Gate-type map:
Scale: 6 px per µm.
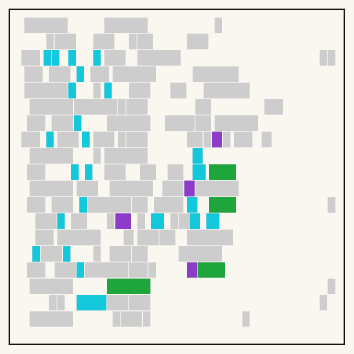
Congestion heat map:
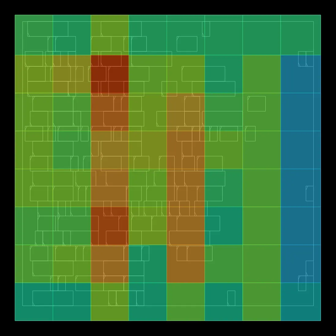
`config.mk`:
```
export PLATFORM = sky130hd
export DESIGN_NAME = tt_um_serial_subtractor
export DESIGN_NICKNAME = d
export VERILOG_FILES = /design/src/rtl/tt_um_serial_subtractor.sv
export SDC_FILE = /design/constraint.sdc
export NUM_CORES = 1
export LEC_CHECK = 0
export CORE_UTILIZATION = 38
export CTS_CLUSTER_SIZE = 40
export DETAILED_ROUTE_END_ITERATION = 10
export PLACE_DENSITY = 0.74
export SYNTH_ARGS = -nofsm -noshare
export SYNTH_HDL_FRONTEND = slang
export SYNTH_SLANG_ARGS = --single-unit
export TNS_END_PERCENT = 1
```
`constraint.sdc`:
```
create_clock -name clk -period 1.5 [get_ports clk]
set_input_delay 0.3 -clock clk [delete_from_list [all_inputs] [get_ports clk]]
set_output_delay 0.3 -clock clk [all_outputs]
set_load 0.02 [all_outputs]
```
`src/rtl/tt_um_serial_subtractor.sv`:
```
// Bit-serial LSB-first subtractor for the TinyTapeout user slot; borrow carried across strobes.
// Define SERSUB_ADD_EN to add a per-operation add/subtract mode selected by ui_in[3].
module tt_um_serial_subtractor #(
    parameter int WIDTH = 8
) (
    input  logic       clk,
    input  logic       rst_n,
    input  logic       ena,
    input  logic [7:0] ui_in,
    output logic [7:0] uo_out,
    input  logic [7:0] uio_in,
    output logic [7:0] uio_out,
    output logic [7:0] uio_oe
);

    localparam int CW = (WIDTH > 2) ? $clog2(WIDTH) : 1;
    localparam logic [CW-1:0] LAST = CW'(WIDTH - 1);

    typedef enum logic [1:0] {
        IDLE  = 2'd0,
        SHIFT = 2'd1,
        HOLD  = 2'd2
    } state_t;

    state_t           r_state, w_state_n;
    logic [WIDTH-1:0] r_sreg, w_sreg_n;
    logic [WIDTH-1:0] r_result, w_result_n;
    logic [CW-1:0]    r_cnt, w_cnt_n;
    logic             r_bw, w_bw_n;
    logic             r_flag, w_flag_n;
    logic             r_pulse, w_pulse_n;

    logic w_a, w_b, w_valid, w_clr;
    logic w_first, w_bw_in, w_d, w_bw_next;
    logic [WIDTH-1:0] w_shifted;

    assign w_a     = ui_in[0];
    assign w_b     = ui_in[1];
    assign w_valid = ui_in[2];
    assign w_clr   = ui_in[4];

    // A bit accepted outside SHIFT starts a new operation with no incoming borrow.
    assign w_first = (r_state != SHIFT);
    assign w_bw_in = w_first ? 1'b0 : r_bw;
    assign w_d     = w_a ^ w_b ^ w_bw_in;

`ifdef SERSUB_ADD_EN
    logic r_mode, w_mode_n, w_mode;
    assign w_mode    = w_first ? ui_in[3] : r_mode;
    assign w_bw_next = w_mode ? ((w_a & w_b) | ((w_a ^ w_b) & w_bw_in))
                              : ((~w_a & w_b) | (~(w_a ^ w_b) & w_bw_in));
`else
    assign w_bw_next = (~w_a & w_b) | (~(w_a ^ w_b) & w_bw_in);
`endif

    assign w_shifted = {w_d, r_sreg[WIDTH-1:1]};

    always_comb begin
        w_state_n  = r_state;
        w_sreg_n   = r_sreg;
        w_result_n = r_result;
        w_cnt_n    = r_cnt;
        w_bw_n     = r_bw;
        w_flag_n   = r_flag;
        w_pulse_n  = 1'b0;
`ifdef SERSUB_ADD_EN
        w_mode_n   = r_mode;
`endif
        if (w_clr) begin
            w_state_n = IDLE;
            w_sreg_n  = '0;
            w_bw_n    = 1'b0;
            w_cnt_n   = '0;
        end else if (w_valid) begin
            w_sreg_n = w_shifted;
            w_bw_n   = w_bw_next;
            if (w_first) begin
                w_state_n = SHIFT;
                w_cnt_n   = CW'(1);
`ifdef SERSUB_ADD_EN
                w_mode_n  = ui_in[3];
`endif
            end else if (r_cnt == LAST) begin
                w_state_n  = HOLD;
                w_cnt_n    = '0;
                w_result_n = w_shifted;
                w_flag_n   = w_bw_next;
                w_pulse_n  = 1'b1;
            end else begin
                w_cnt_n = r_cnt + CW'(1);
            end
        end
    end

    always_ff @(posedge clk) begin
        if (!rst_n) begin
            r_state  <= IDLE;
            r_sreg   <= '0;
            r_result <= '0;
            r_cnt    <= '0;
            r_bw     <= 1'b0;
            r_flag   <= 1'b0;
            r_pulse  <= 1'b0;
`ifdef SERSUB_ADD_EN
            r_mode   <= 1'b0;
`endif
        end else begin
            r_state  <= w_state_n;
            r_sreg   <= w_sreg_n;
            r_result <= w_result_n;
            r_cnt    <= w_cnt_n;
            r_bw     <= w_bw_n;
            r_flag   <= w_flag_n;
            r_pulse  <= w_pulse_n;
`ifdef SERSUB_ADD_EN
            r_mode   <= w_mode_n;
`endif
        end
    end

    assign uo_out  = 8'(r_result);
    assign uio_out = {4'b0000, r_pulse, (r_state == SHIFT), r_flag, (r_state == HOLD)};
    assign uio_oe  = 8'b0000_1111;

    logic w_unused;
    assign w_unused = &{1'b0, ena, uio_in, ui_in[7:5], ui_in[3]};

endmodule
```
==> notes.md <==
The synthesis and place-and-route flow finished, so here is a summary.

The remaining number of nets flagged by the antenna check after routing is 0. The number of standard cells reported by yosys is between 100 and 150. The total die size is between 3000 and 4000 µm². The floorplan utilization came out at 0.399. The number of global-route vias before repair came out at ~740. The width of the die came out at between 50 and 60 µm. The capture point of the worst register-to-register path is recorded as uo_out[7]$_SDFFE_PN0P_.

In this run, synthesis inferred 0 flip-flops with an integrated enable. Setup repair after global routing could not meet its margin everywhere. Across the run, the number of max-cap violations was 0. The synthesis log from Yosys contains 0 warnings. The flow ran to the end, and the final reports show no timing, DRC or antenna violations. STA classifies the critical path startpoint as a register. The CTS clock-pin slew for the worst setup and hold paths is 120 ps.

Per the run report, area growth between synthesis and finish was 14.1%. The power consumption came out at a little over 1000 µW. Looking at the setup timing report, the critical path kind is register to register. According to the timing report, the data required time at the worst endpoint equals around 1800 ps. The total clock buffers created by CTS came out at 3. The violation count after the first detailed-routing iteration is 8. The maximum count of clock buffers along a single path came out at 2. The worst setup skew after layout came out at approximately 3.5 ps. The synthesized cell area is 1090 µm².

In this run the critical register-to-register path is launched from r_state[0]$_SDFFE_PP0P_. The routability congestion estimate from global placement is roughly 0.74. According to the report, the first pass of detailed routing completed in 4 iterations. The number of nets in the layout is 154. The highest clock frequency the design can meet is 683 MHz. Hold is met by roughly 470 ps.
About 'gate-type map':
fa/ha/maj cells -> green  # cells 4, most used ha_1
aoi and oai cells -> purple  # cells 4, most used a21oi_1, where centre
nand cells -> cyan  # cells 24, most used nand2_1

About 'congestion heat map':
routed wirelength normalized by instance count: 10.7 µm
Total Routing Usage GR: 0.124
share of the core filled with cells in the final layout: 0.455

==> metal layers <==
layer	GRT usage	part of all wire	wire length [µm]
met1	0.137	0.44	758
met2	0.219	0.49	844
met3	0.0256	0.047	81
met4	0.0750	0.025	44
met5	0	0	0
==> flip-flops by register name (all words and copies together) (netlist names) <==
register	flops
uo_out	8
r_sreg	7
r_cnt	3
r_state	2
r_bw	1
r_flag	1
r_pulse	1
==> layout make-up <==
cell class / count / area, µm²
clock buffer: 3 / 22.5
clock inverter: 1 / 5.00
fill: 267 / 1490
inverter: 1 / 3.75
multi-input combinational: 79 / 513
sequential: 23 / 464
tap: 31 / 38.8
timing repair buffer: 23 / 198
==> power by group <==
part / leakage, µW / switching, µW / internal [µW]
Combinational: 0.000357 / 64.1 / 41.8
Clock: 0.0000177 / 184 / 99.7
Sequential: 0.000187 / 3.77 / 616
==> repair_timing <==
item,4_1_cts,5_1_grt
cloned,0,0
pin swaps,0,2
endpoints found under the setup margin,13,6
resized,15,5
==> cell families (layout without fill, tap and decap cells) <==
group,count (synthesis),count (layout),synth area share
compound gates,5,5,0.0298
fa+ha+maj,4,4,0.0528
buf+inv,22,28,0.150
flops,23,23,0.422
mux,16,16,0.147
other cells,2,12,0.00688
simple gates,42,42,0.192
==> cell usage after synthesis (all sizes together) (2+ instances only) <==
| library cell | count | area, µm² |
|---|---|---|
| nand3 | 3 | 15.0 |
| conb | 2 | 7.51 |
| nor2 | 11 | 41.3 |
| dfxtp | 23 | 460 |
| nand2 | 17 | 63.8 |
| nand2b | 4 | 25.0 |
| buf | 20 | 156 |
| mux2i | 16 | 160 |
| ha | 3 | 37.5 |
| a21oi | 3 | 15.0 |
==> critical path, delay by kind of cell (launching register included) <==
| kind | cells | cell delay (ps) |
|---|---|---|
| adders and majority gates | 1 | 440 |
| muxes | 1 | 130 |
| and+or+nand+nor | 3 | 470 |
| DFF | 1 | 360 |
==> through the flow <==
stage | setup TNS, ps | cell area (µm²)
after CTS | -5.32 | 1240
final | 0 | 1240
after global routing | -87.5 | 1240
after floorplan | 0 | 1130
after global placement | -323 | 1220
after detailed placement | -488 | 1220
==> worst max-delay path by stage <==
stage / start / end / slack (ps)
finish: r_state[0]$_SDFFE_PP0P_ / uo_out[7]$_SDFFE_PN0P_ / 40
CTS: r_state[0]$_SDFFE_PP0P_ / uo_out[7]$_SDFFE_PN0P_ / -5
global route: r_state[0]$_SDFFE_PP0P_ / uo_out[7]$_SDFFE_PN0P_ / -60
global placement: ui_in[0] / uo_out[7]$_SDFFE_PN0P_ / -160
floorplan: r_state[0]$_SDFFE_PP0P_ / uo_out[7]$_SDFFE_PN0P_ / 20
detailed placement: ui_in[0] / uo_out[7]$_SDFFE_PN0P_ / -200
No activity file was given, so power comes from the tool's default toggle rates.
